**src/rtl/prio_encoder_arb_pkg.sv**
```systemverilog
// Shared constants and helpers for the registered priority encoder / arbiter.
package prio_pkg;

  localparam logic MODE_FIXED = 1'b0;
  localparam logic MODE_RR    = 1'b1;

  // Widest request vector the helper accepts; callers zero-extend into it.
  localparam int MAX_N = 64;

  // True when two or more bits are set: clearing the lowest set bit leaves a residue.
  function automatic logic more_than_one(input logic [MAX_N-1:0] v);
    return (v & (v - MAX_N'(1))) != '0;
  endfunction

endpackage

```
**src/rtl/prio_encoder_arb_find_highest.sv**
```systemverilog
// Rotating highest-set search: the winner is the first set bit walking down from
// start-1 (wrapping mod N), with start itself lowest. start=0 gives plain highest-index.
module prio_find_highest #(
  parameter  int N = 8,
  localparam int W = $clog2(N)
) (
  input  logic [N-1:0] vec,
  input  logic [W-1:0] start,
  output logic         found,
  output logic [W-1:0] idx
);

  localparam int WP = W + 1;

  logic [N-1:0]  rot;
  logic [WP-1:0] hi;
  logic [WP-1:0] sum;

  // rot[k] = vec[(start + k) mod N]; highest k in rot is highest priority.
  always_comb begin
    rot = '0;
    for (int k = 0; k < N; k++) begin
      logic [WP-1:0] j;
      j = {1'b0, start} + WP'(k);
      if (j >= WP'(N)) j = j - WP'(N);
      rot[k] = vec[j[W-1:0]];
    end
  end

  always_comb begin
    found = 1'b0;
    hi    = '0;
    for (int k = 0; k < N; k++) begin
      if (rot[k]) begin
        found = 1'b1;
        hi    = WP'(k);
      end
    end
    sum = {1'b0, start} + hi;
    if (sum >= WP'(N)) sum = sum - WP'(N);
    idx = sum[W-1:0];
  end

endmodule

```
**src/rtl/prio_encoder_arb.sv**
```systemverilog
// Registered N-input priority encoder / arbiter with masking, optional round-robin
// and a valid/ready output stage that holds its grant under backpressure.
module prio_encoder_arb
  import prio_pkg::*;
#(
  parameter  int N = 8,
  localparam int W = $clog2(N)
) (
  input  logic         clk,
  input  logic         rst,
  input  logic [N-1:0] req,
  input  logic [N-1:0] mask,
  input  logic         rr_mode,
  input  logic         out_ready,
  output logic         out_valid,
  output logic [W-1:0] out_idx,
  output logic [N-1:0] out_onehot,
  output logic         out_multi
);

  logic [N-1:0] elig;
  logic         load;
  logic         accept;
  logic [W-1:0] last_grant;
  logic [W-1:0] ptr;
  logic [W-1:0] start;
  logic         found;
  logic [W-1:0] win_idx;

  assign elig   = req & ~mask;
  assign load   = !out_valid || out_ready;
  assign accept = out_valid && out_ready;

  // The grant being accepted this cycle already counts as the most recent one.
  assign ptr   = accept ? out_idx : last_grant;
  assign start = (rr_mode == MODE_FIXED) ? '0 : ptr;

  prio_find_highest #(.N(N)) u_find (
    .vec   (elig),
    .start (start),
    .found (found),
    .idx   (win_idx)
  );

  always_ff @(posedge clk) begin
    if (rst) begin
      out_valid  <= 1'b0;
      out_idx    <= '0;
      out_onehot <= '0;
      out_multi  <= 1'b0;
      last_grant <= '0;
    end else begin
      if (accept) last_grant <= out_idx;
      if (load) begin
        if (found) begin
          out_valid  <= 1'b1;
          out_idx    <= win_idx;
          out_onehot <= {{(N-1){1'b0}}, 1'b1} << win_idx;
          out_multi  <= more_than_one(MAX_N'(elig));
        end else begin
          // out_idx deliberately holds its last value when nothing is granted.
          out_valid  <= 1'b0;
          out_onehot <= '0;
          out_multi  <= 1'b0;
        end
      end
    end
  end

endmodule

```
**config.mk**
```make
export PLATFORM = sky130hd
export DESIGN_NAME = prio_encoder_arb
export DESIGN_NICKNAME = d
export VERILOG_FILES = /design/src/rtl/prio_encoder_arb_pkg.sv /design/src/rtl/prio_encoder_arb_find_highest.sv /design/src/rtl/prio_encoder_arb.sv
export SDC_FILE = /design/constraint.sdc
export NUM_CORES = 1
export LEC_CHECK = 0
export CAP_MARGIN = 40
export CORE_UTILIZATION = 30
export CTS_BUF_LIST = sky130_fd_sc_hd__clkbuf_16
export DETAILED_ROUTE_END_ITERATION = 12
export REMOVE_ABC_BUFFERS = 1
export SYNTH_ARGS = -nofsm -noshare
export SYNTH_HDL_FRONTEND = slang
export SYNTH_SLANG_ARGS = --single-unit
```
**constraint.sdc**
```tcl
create_clock -name clk -period 10.55 [get_ports clk]
set_input_delay 2.11 -clock clk [delete_from_list [all_inputs] [get_ports clk]]
set_output_delay 2.11 -clock clk [all_outputs]
set_load 0.03 [all_outputs]
```
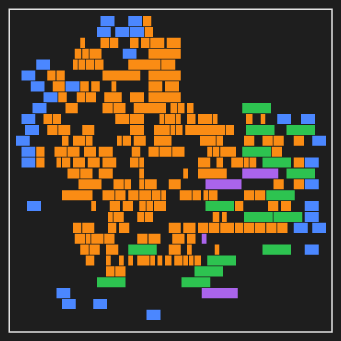
**Above:** run 1 (cell classes on the final placement).
Scale: 4 px per um.
Green marks flip-flops, cells 16. Orange marks all other logic, cells 187. Purple marks clock drivers and dummy loads, cells 4. Blue marks other buffers and delay cells, cells 32.
fraction of area in registers: 14.2%
row cnt: 28
Core Area: 0.00592 mm^2
post-route cell area: 0.00225 mm^2
final core utilization: 38.0%

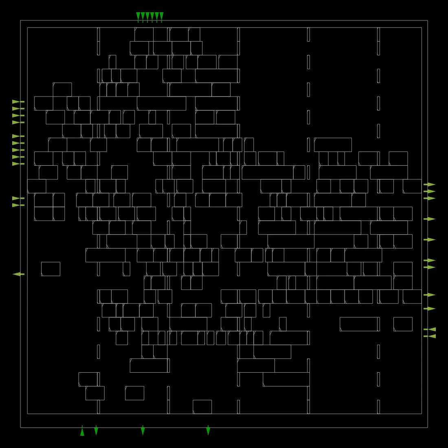
**Above:** run 1 (placed standard cells).
flip-flops: 16
final std cells w/o fill: 314

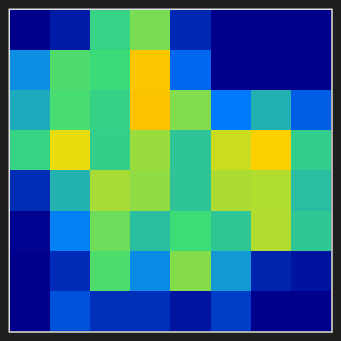
**Above:** run 1 (local utilization).
Scale: 4 px per um. 8 x 8 tiles, from dark blue (low) to red (high), 0 to 100% covered.
The mean over all tiles is 33%. The emptiest ninth of the die: north-east. The fullest tile reaches 78%.

==> qor.csv, run 1 <==
stage,metric,value,unit
final_timing,tightest_slew,0.772,ns
synth,top_area_share,17.4,%
worst_setup_path,timing.rr.start,out_valid,
worst_setup_path,crit_slowest_cell,clkdlybuf4s50_1,
global_routing,grt.met3_usage,2.16,%
floorplan,die_w,80.3,um
finish,comb_share,62.5,%
pwr,power_frac_seq,25.2,%
finish,top_register,out_onehot,
pwr,p_switching,0.148,mW
pwr,power.group.top,combinational cells,
clocking,cts_max_level,1,
worst_setup_path,crit_type,in -> reg,
clocking,numCtsBuffers,3,
finish,n_all_buffers,32,
clocking,hold_buffers,0,
routing,vias_per_cell,5.63,
pwr,pwr-share-clk,21.0,%
placed_design,portBuffers,32,
finish,synthToLayoutAreaGrowth,22.3,%
worst_setup_path,cp_num_buf_inv,3,
pwr,powerSeq,0.0882,mW
finish,layout.area.comb,0.00141,mm^2
clocking,cts_tree,done,
placed_design,dp_hpwl,3750,um
synth,synth_area_per_cell,8.52,um^2
worst_setup_path,cp_top_family,AND-OR/OR-AND gates,
placed_design,place_inst,310,
clocking,clkSinkCount,16,
floorplan,initial_utilization,31.1,%
finish,lay_top_count,clkdlybuf4s50_1,
final_timing,whs,0.455,ns
synth,yosys-stat-area,0.00184,mm^2
floorplan,n_tap_cell,75,
synth,syn_inst,216,
global_routing,grt_first_pass_wirelength,8070,um
finish,n_fill_cell,599,
status,status,completed,
synth,synth-simple-area-share,26.1,%
synth,ys_sh_adder,1.77,%
pwr,power,0.349,mW
clocking,postCtsSetupRepairBufs,0,
synth,async_flop_share,0,%
final_timing,fin_tns_setup,0,ns
routing,wl_met2,2230,um
worst_setup_path,ff2ff_setup_slack,5.86,ns
global_routing,grt_most_used_layer,met2,
synth,synth_seq_share,17.4,%
placed_design,place_ws,3.69,ns
clocking,path_clk_slew,0.05,ns
pwr,intPower,0.201,mW
worst_hold_path,min_from,out_multi,
finish,nets,262,
synth,largest_area_cell,dfxtp_1,
clocking,clockBufferDepth,2,
synth,area_leaders,"dfxtp_1, mux2i_1, mux4_2",
worst_setup_path,critPathMaxStageDelay,0.78,ns
finish,nNonClkInverters,7,
routing,via_count,1769,
routing,initialDrtViolationCount,57,
pwr,comb_power_share,53.7,%
final_timing,finalCritPeriodShare,63.4,%
finish,bufAreaShareNonClock,14.2,%
floorplan,dieArea,0.00645,mm^2
synth,ys_cells,216,
global_routing,met2_usage,25.5,%
**Run 1: M1 wires**

Scale: 6 px per um. Supply wires on this layer in gray. Cells faint in the background.
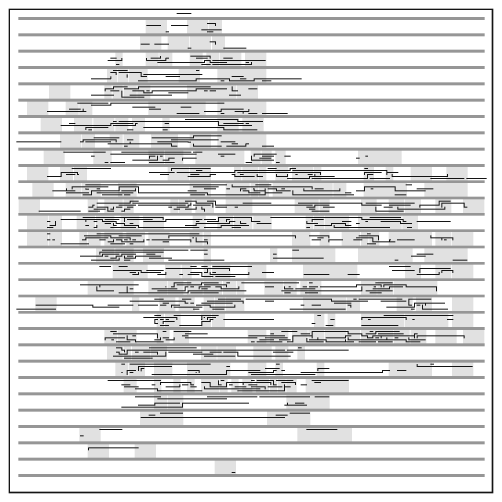

==> inputs of run 2 (changes only) <==
==> constraint.sdc (replaced) <==
create_clock -name clk -period 5.5 [get_ports clk]
set_input_delay 1.1 -clock clk [delete_from_list [all_inputs] [get_ports clk]]
set_output_delay 1.1 -clock clk [all_outputs]
set_load 0.03 [all_outputs]
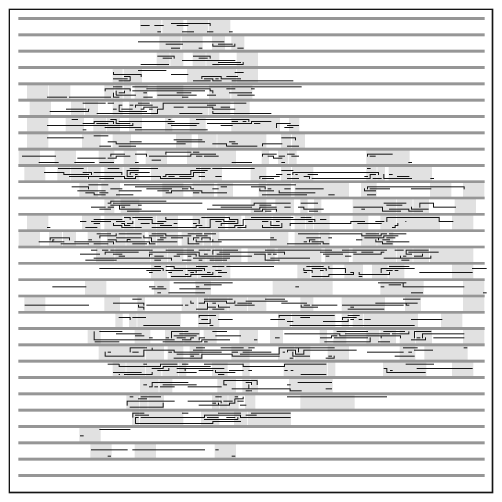
**Above:** run 2 (M1 wires).
Scale: 6 px per um. Supply wires on this layer in gray. Cells faint in the background.
The wires run mostly horizontal. The longest straight run is 28.5 um. 242 nets have wire on it. The layer holds 45% of the routed length.

==> qor.csv, run 2 <==
stage,metric,value,unit
finish,n_fill_cell,587,
final_timing,fin_tns_setup,0,ns
pwr,intPower,0.395,mW
synth,synth-simple-area-share,26.1,%
final_timing,whs,0.457,ns
floorplan,n_tap_cell,75,
status,status,completed,
clocking,clkSinkCount,16,
pwr,pwr-share-clk,20.8,%
global_routing,met2_usage,26.4,%
pwr,power.group.top,combinational cells,
synth,synth_area_per_cell,8.52,um^2
placed_design,dp_hpwl,3980,um
finish,bufAreaShareNonClock,16.5,%
global_routing,grt_max_degree,20,
finish,n_all_buffers,40,
routing,met1_length,2260,um
worst_setup_path,cp_num_buf_inv,2,
global_routing,grt_most_used_layer,met2,
floorplan,rows,28,
synth,async_flop_share,0,%
finish,layout.area.comb,0.00141,mm^2
floorplan,dieArea,0.00645,mm^2
placed_design,place_ws,0.187,ns
clocking,cts_max_level,1,
placed_design,place_inst,318,
synth,yosys-stat-area,0.00184,mm^2
pwr,power_frac_seq,24.7,%
worst_setup_path,critPathMaxStageDelay,0.78,ns
global_routing,grt.met3_usage,1.93,%
finish,top_register,out_onehot,
finish,comb_share,60.9,%
clocking,hold_buffers,0,
finish,synthToLayoutAreaGrowth,25.4,%
clocking,postCtsSetupRepairBufs,0,
synth,synth-main-ff-cell,dfxtp_1,
routing,initialDrtViolationCount,122,
global_routing,grt_first_pass_wirelength,8280,um
synth,largest_area_cell,dfxtp_1,
synth,ys_cells,216,
synth,area_leaders,"dfxtp_1, mux2i_1, mux4_2",
worst_setup_path,ff2ff_setup_slack,1.40,ns
routing,wl_met2,2390,um
worst_setup_path,cp_top_family,AND-OR/OR-AND gates,
clocking,cts_tree,done,
finish,flops,16,
finish,fin_area,0.00231,mm^2
worst_setup_path,crit_type,in -> reg,
clocking,path_clk_slew,0.05,ns
synth,synth_seq_share,17.4,%
finish,fin_cells,321,
routing,vias_per_cell,5.71,
finish,nets,270,
finish,seq_share,13.9,%
worst_setup_path,timing.rr.start,out_valid,
synth,ys_sh_adder,1.77,%
clocking,clockBufferDepth,2,
synth,top_area_share,17.4,%
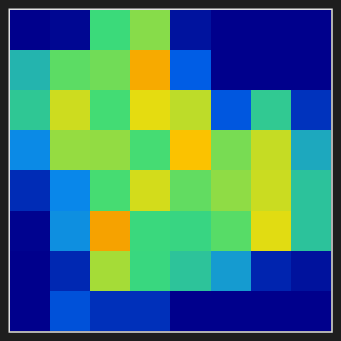
**Above:** run 2 (local utilization).
Scale: 4 px per um. 8 x 8 tiles, from dark blue (low) to red (high), 0 to 100% covered.
The densest ninth of the die: center. The mean over all tiles is 34%. 23% of the tiles are nearly empty. The fullest tile reaches 82%.
Initial Util: 31.1%
final core utilization: 38.9%

No activity file was given, so power comes from the tool's default toggle rates.
